**src/rtl/sched_cmd_pkg.sv**
```systemverilog
// sched_cmd_pkg: scheduler command codes, PIM op encodings, FSM states and command decode
package sched_cmd_pkg;
    localparam logic [4:0] C_LW = 5'b01001, C_LHU = 5'b01010, C_LBU = 5'b01011;
    localparam logic [4:0] C_SW = 5'b00001, C_SH = 5'b00010, C_SB = 5'b00011;
    localparam logic [4:0] C_ADD = 5'b10000, C_MUL = 5'b10010, C_RELU = 5'b11000;
    localparam logic [4:0] C_MAXPOOL = 5'b11001, C_MOVE = 5'b11011;
    localparam logic [2:0] OP_ADD = 3'd0, OP_MUL = 3'd1, OP_RELU = 3'd2, OP_MAXPOOL = 3'd3, OP_MOVE = 3'd4;

    typedef enum logic [2:0] {IDLE, MEM_REQ, MEM_WAIT, PIM_START, PIM_WAIT, RESP} state_t;
    typedef enum logic [1:0] {SZ_B, SZ_H, SZ_W} size_t;

    typedef struct packed {
        logic       mem;
        logic       we;
        logic       pim;
        size_t      sz;
        logic [2:0] op;
    } dec_t;

    function automatic dec_t decode(input logic [4:0] c);
        dec_t d;
        d = '0;
        case (c)
            C_LW:      begin d.mem = 1'b1; d.sz = SZ_W; end
            C_LHU:     begin d.mem = 1'b1; d.sz = SZ_H; end
            C_LBU:     begin d.mem = 1'b1; d.sz = SZ_B; end
            C_SW:      begin d.mem = 1'b1; d.we = 1'b1; d.sz = SZ_W; end
            C_SH:      begin d.mem = 1'b1; d.we = 1'b1; d.sz = SZ_H; end
            C_SB:      begin d.mem = 1'b1; d.we = 1'b1; d.sz = SZ_B; end
            C_ADD:     begin d.pim = 1'b1; d.op = OP_ADD; end
            C_MUL:     begin d.pim = 1'b1; d.op = OP_MUL; end
            C_RELU:    begin d.pim = 1'b1; d.op = OP_RELU; end
            C_MAXPOOL: begin d.pim = 1'b1; d.op = OP_MAXPOOL; end
            C_MOVE:    begin d.pim = 1'b1; d.op = OP_MOVE; end
            default:   ;
        endcase
        return d;
    endfunction

    function automatic logic misaligned(input size_t sz, input logic [1:0] a);
        return (sz == SZ_H && a[0]) || (sz == SZ_W && a != 2'b00);
    endfunction
endpackage

```
**src/rtl/sched_lane_align.sv**
```systemverilog
// sched_lane_align: byte-enable/store-data lane shaping and load-lane extract with zero-extend
module sched_lane_align
    import sched_cmd_pkg::*;
(
    input  size_t       sz,
    input  logic [1:0]  lane,
    input  logic [31:0] wdata,
    input  logic [31:0] rdata,
    output logic [3:0]  be,
    output logic [31:0] wdata_lane,
    output logic [31:0] rdata_ext
);
    always_comb begin
        be = sz == SZ_W ? 4'b1111 : sz == SZ_H ? 4'b0011 << lane : 4'b0001 << lane;
        wdata_lane = sz == SZ_W ? wdata : sz == SZ_H ? {2{wdata[15:0]}} : {4{wdata[7:0]}};
        rdata_ext = sz == SZ_W ? rdata :
                    sz == SZ_H ? {16'h0, rdata[{lane[1], 4'b0000} +: 16]} :
                                 {24'h0, rdata[{lane, 3'b000} +: 8]};
    end
endmodule

```
**src/rtl/sched_cmd_issuer.sv**
```systemverilog
// sched_cmd_issuer: issues one scheduler command to bank memory or PIM engine and returns its response
module sched_cmd_issuer
    import sched_cmd_pkg::*;
#(
    parameter int ADDR_W      = 32,
    parameter int PIM_TIMEOUT = 1024
) (
    input  logic              clk,
    input  logic              rst,
    input  logic              cmd_valid,
    output logic              cmd_ready,
    input  logic [4:0]        cmd_code,
    input  logic [ADDR_W-1:0] cmd_addr,
    input  logic [31:0]       cmd_wdata,
    output logic              mem_req,
    output logic              mem_we,
    output logic [3:0]        mem_be,
    output logic [ADDR_W-1:0] mem_addr,
    output logic [31:0]       mem_wdata,
    input  logic              mem_gnt,
    input  logic              mem_rvalid,
    input  logic [31:0]       mem_rdata,
    output logic              pim_start,
    output logic [2:0]        pim_op,
    output logic [ADDR_W-1:0] pim_addr,
    input  logic              pim_done,
    output logic              rsp_valid,
    input  logic              rsp_ready,
    output logic [31:0]       rsp_data,
    output logic              rsp_err
);
    localparam int TW = $clog2(PIM_TIMEOUT);

    state_t        state;
    dec_t          dec;
    size_t         sz_q, sz_sel;
    logic [1:0]    lane_q, lane_sel;
    logic [TW-1:0] timer;
    logic [3:0]    be;
    logic [31:0]   wdata_lane, rdata_ext;

    assign dec = decode(cmd_code);
    // shape from the live command while idle, extract from the latched one afterwards
    assign sz_sel = state == IDLE ? dec.sz : sz_q;
    assign lane_sel = state == IDLE ? cmd_addr[1:0] : lane_q;

    sched_lane_align u_align (
        .sz(sz_sel),
        .lane(lane_sel),
        .wdata(cmd_wdata),
        .rdata(mem_rdata),
        .be(be),
        .wdata_lane(wdata_lane),
        .rdata_ext(rdata_ext)
    );

    always_ff @(posedge clk) begin
        if (rst) begin
            state <= IDLE;
            cmd_ready <= 1'b1;
            mem_req <= 1'b0;
            mem_we <= 1'b0;
            mem_be <= '0;
            mem_addr <= '0;
            mem_wdata <= '0;
            pim_start <= 1'b0;
            pim_op <= '0;
            pim_addr <= '0;
            rsp_valid <= 1'b0;
            rsp_data <= '0;
            rsp_err <= 1'b0;
            timer <= '0;
            sz_q <= SZ_B;
            lane_q <= '0;
        end else begin
            case (state)
                IDLE: if (cmd_valid) begin
                    cmd_ready <= 1'b0;
                    sz_q <= dec.sz;
                    lane_q <= cmd_addr[1:0];
                    rsp_data <= '0;
                    if (!(dec.mem || dec.pim) || (dec.mem && misaligned(dec.sz, cmd_addr[1:0]))) begin
                        state <= RESP;
                        rsp_valid <= 1'b1;
                        rsp_err <= 1'b1;
                    end else if (dec.mem) begin
                        state <= MEM_REQ;
                        mem_req <= 1'b1;
                        mem_we <= dec.we;
                        mem_be <= be;
                        mem_addr <= {cmd_addr[ADDR_W-1:2], 2'b00};
                        mem_wdata <= dec.we ? wdata_lane : '0;
                    end else begin
                        state <= PIM_START;
                        pim_start <= 1'b1;
                        pim_op <= dec.op;
                        pim_addr <= cmd_addr;
                    end
                end
                MEM_REQ: if (mem_gnt) begin
                    mem_req <= 1'b0;
                    state <= mem_we ? RESP : MEM_WAIT;
                    rsp_valid <= mem_we;
                    rsp_err <= 1'b0;
                end
                MEM_WAIT: if (mem_rvalid) begin
                    state <= RESP;
                    rsp_valid <= 1'b1;
                    rsp_err <= 1'b0;
                    rsp_data <= rdata_ext;
                end
                PIM_START: begin
                    pim_start <= 1'b0;
                    timer <= '0;
                    state <= PIM_WAIT;
                end
                PIM_WAIT: if (pim_done || timer == TW'(PIM_TIMEOUT - 1)) begin
                    state <= RESP;
                    rsp_valid <= 1'b1;
                    rsp_err <= !pim_done;
                end else begin
                    timer <= timer + 1'b1;
                end
                RESP: if (rsp_ready) begin
                    state <= IDLE;
                    rsp_valid <= 1'b0;
                    rsp_err <= 1'b0;
                    rsp_data <= '0;
                    cmd_ready <= 1'b1;
                end
                default: state <= IDLE;
            endcase
        end
    end
endmodule

```
**config.mk**
```make
export PLATFORM = sky130hd
export DESIGN_NAME = sched_cmd_issuer
export DESIGN_NICKNAME = d
export VERILOG_FILES = /design/src/rtl/sched_cmd_pkg.sv /design/src/rtl/sched_lane_align.sv /design/src/rtl/sched_cmd_issuer.sv
export SDC_FILE = /design/constraint.sdc
export NUM_CORES = 1
export LEC_CHECK = 0
export CORE_UTILIZATION = 40
export CTS_CLUSTER_DIAMETER = 50
export DETAILED_ROUTE_END_ITERATION = 8
export PLACE_DENSITY = 0.77
export REMOVE_ABC_BUFFERS = 1
export SLEW_MARGIN = 0
export SYNTH_ARGS = -nofsm -noshare
export SYNTH_HDL_FRONTEND = slang
export SYNTH_SLANG_ARGS = --single-unit
```
**constraint.sdc**
```tcl
create_clock -name clk -period 1.96 [get_ports clk]
set_input_delay 0.392 -clock clk [delete_from_list [all_inputs] [get_ports clk]]
set_output_delay 0.392 -clock clk [all_outputs]
set_load 0.01 [all_outputs]
```
==> results.txt <==
Implementation run completed; key figures follow.

Critical path:
- STA classifies the critical path startpoint as a flop.
- Among all stages on the critical path, the maximum delay recorded is 0.41 ns.
- Of all nets on the critical path, the largest fanout is 5.
- The timing report attributes the biggest portion of critical-path delay to multiplexers.
- The run gives the worst-path cell with the longest stage delay as sky130_fd_sc_hd__or3_4.

Final timing:
- The critical path in the final layout is reported with a setup slack of -0.02755 ns.
- The run puts the post-route fraction of the period consumed by the critical path at 101.4%.
- The final max-slew violation count recorded for this run is 0.
- Setup repair after global routing could not meet its margin everywhere.
- For this run, the final setup violation count is recorded as 7.

Route:
- Per the detail_route report, vias per standard cell equal 5.267.
- The run puts the via total after detailed routing at 6800.
- The run gives the number of DRC violations after detailed routing as 0.
- The run puts the sum of routed wire segments on met1 at 9119 um.
- The detailed router finished its first iteration with 364 violations.
- The first TritonRoute pass finished after 5 iterations.

Min path:
- The run gives the class of the tightest hold or removal check as input pin to flop.
- The run gives the hold path startpoint as cmd_addr[0].
- The run gives the hold path depth as 3.

Power:
- The analysis attributes to cell leakage a power of 0.003899 uW.
- The run puts the power share of the combinational group at 26.2%.
- The run puts the power dissipated by switching net loads at 2560 uW.
- The run puts the share of total power in the clock network at 37.7%.
- The run puts the internal power at 6685 uW.

Placed design:
- The run gives the worst setup slack after placement as -0.7529 ns.
- The run gives the final RePlAce weighted congestion as 0.8031.
- The run puts the instance area after placement at 9807 um2.

Floorplan:
- The run gives the height of the die as 130.4 um.
- The run puts the floorplan row count at 46.
- The run puts the core utilization at floorplan at 41.23%.
- The core region is 16000 um2.

Global route:
- The first global-routing pass estimated 32400 um of wire.

CTS:
- The run gives the root cell of the clock tree as sky130_fd_sc_hd__clkbuf_16.
- The run gives the setup fix buffers added after clock tree synthesis as 5.
- The registers of the reported paths see a clock transition of 0.06 ns.
- The run puts the maximum level of the CTS H-tree at 4.

Layout:
- The registers reported with the highest flop counts are mem_wdata: 32 flops, pim_addr: 32 flops, rsp_data: 32 flops.
- The run gives the proportion of layout cells with a drive suffix above 1 as 16.28%.
- The finished layout reports a core utilization of 66.96%.
- The run puts the count of antenna diodes in the layout at 0.

Outcome:
- The flow ran to the end, but the final reports show violations.
- The checks that failed: setup timing.

Yosys:
- The warning tally printed by Yosys for this design is 0.
-- kinds of logic (layout without fill, tap and decap cells) --
logic type | after synthesis | in the layout | share of synthesized area, %
and+or+nand+nor | 283 | 283 | 19.00
AOI/OAI and AO/OA | 216 | 216 | 21.83
DFF | 156 | 156 | 47.34
buffers and inverters | 58 | 371 | 3.944
muxes | 37 | 37 | 6.448
xor gates and xnor gates | 9 | 9 | 1.195
adders and majority gates | 1 | 1 | 0.1896
other | 1 | 2 | 0.05684
-- final cells by class --
type                            count  area (um2)  area share (%)
Clock buffer                       20       446.7           4.169
Clock inverter                     11       168.9           1.577
Inverter                            4       15.01          0.1401
Multi-Input combinational cell    548        3388           31.62
Sequential cell                   156        3124           29.16
Tap cell                          216       270.3           2.522
Timing Repair Buffer              336        3301           30.81
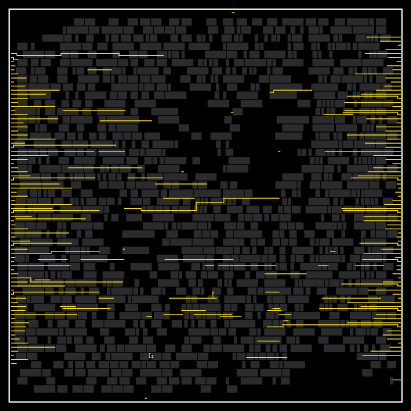
Figure 1: metal 3.
Scale: 3 px per um. Cells faint in the background.
186 nets have wire on it. The layer holds 8.8% of the routed length. The wires run mostly horizontal.

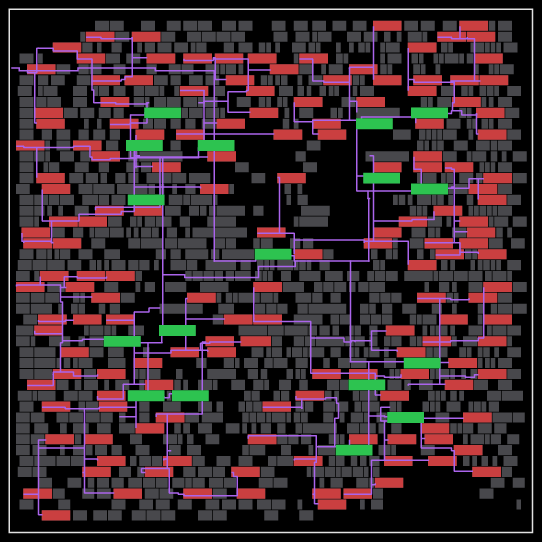
Figure 2: clock wires, drivers and flops.
Scale: 4 px per um.
Key: clock wires = purple [length 2020 um]; flip-flops = red [count 156]; clock-net drivers = green [count 17]
There are 18 routed clock nets.

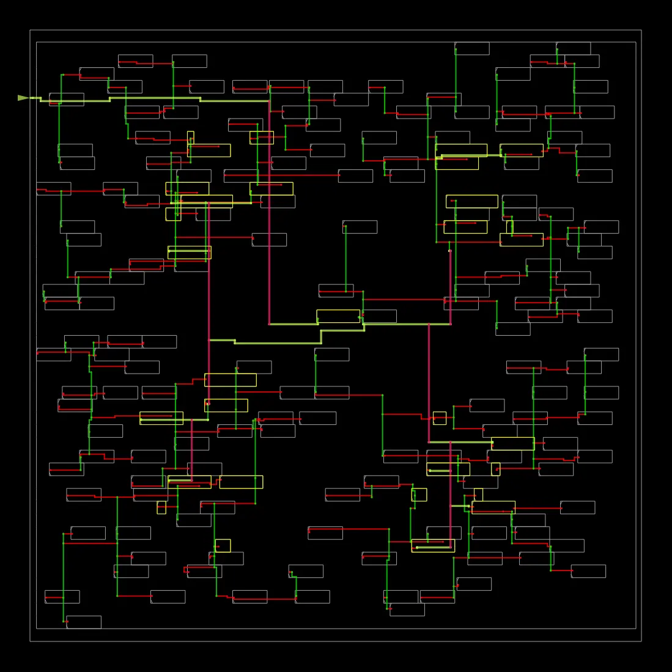
Figure 3: the clock network.
sinks on the clock net: 156
number of sequential storage elements: 156
final worst clock skew: 0.005242 ns

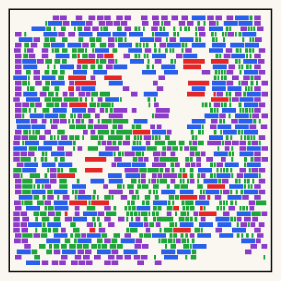
Figure 4: placement by cell class.
Scale: 2 px per um.
Key: remaining buffers and delay cells = purple [cells 336]; registers = blue [cells 156]; clock drivers and dummy loads = red [cells 31]; remaining logic cells = green [cells 552]

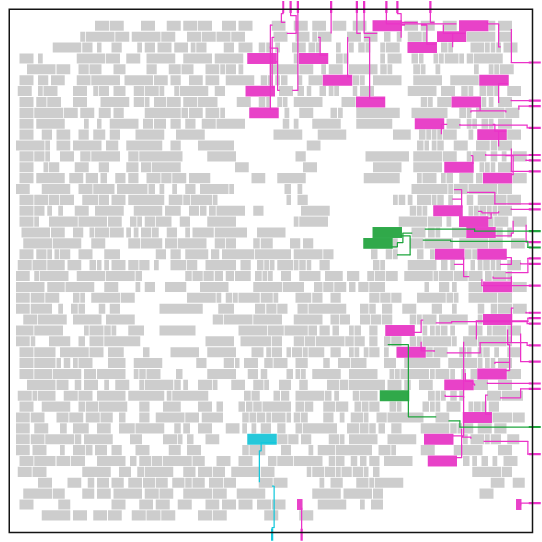
Figure 5: wires at chosen ports, followed through buffers.
Scale: 4 px per um.
Key: pim_op = green [bits 3, direction output, end cells 3, wire 127 um]; mem_addr = magenta [bits 32, direction output, end cells 32, wire 629 um]; rsp_valid = cyan [bits 1, direction output, end cells 1, wire 26.0 um]

No activity file was given, so power comes from the tool's default toggle rates.
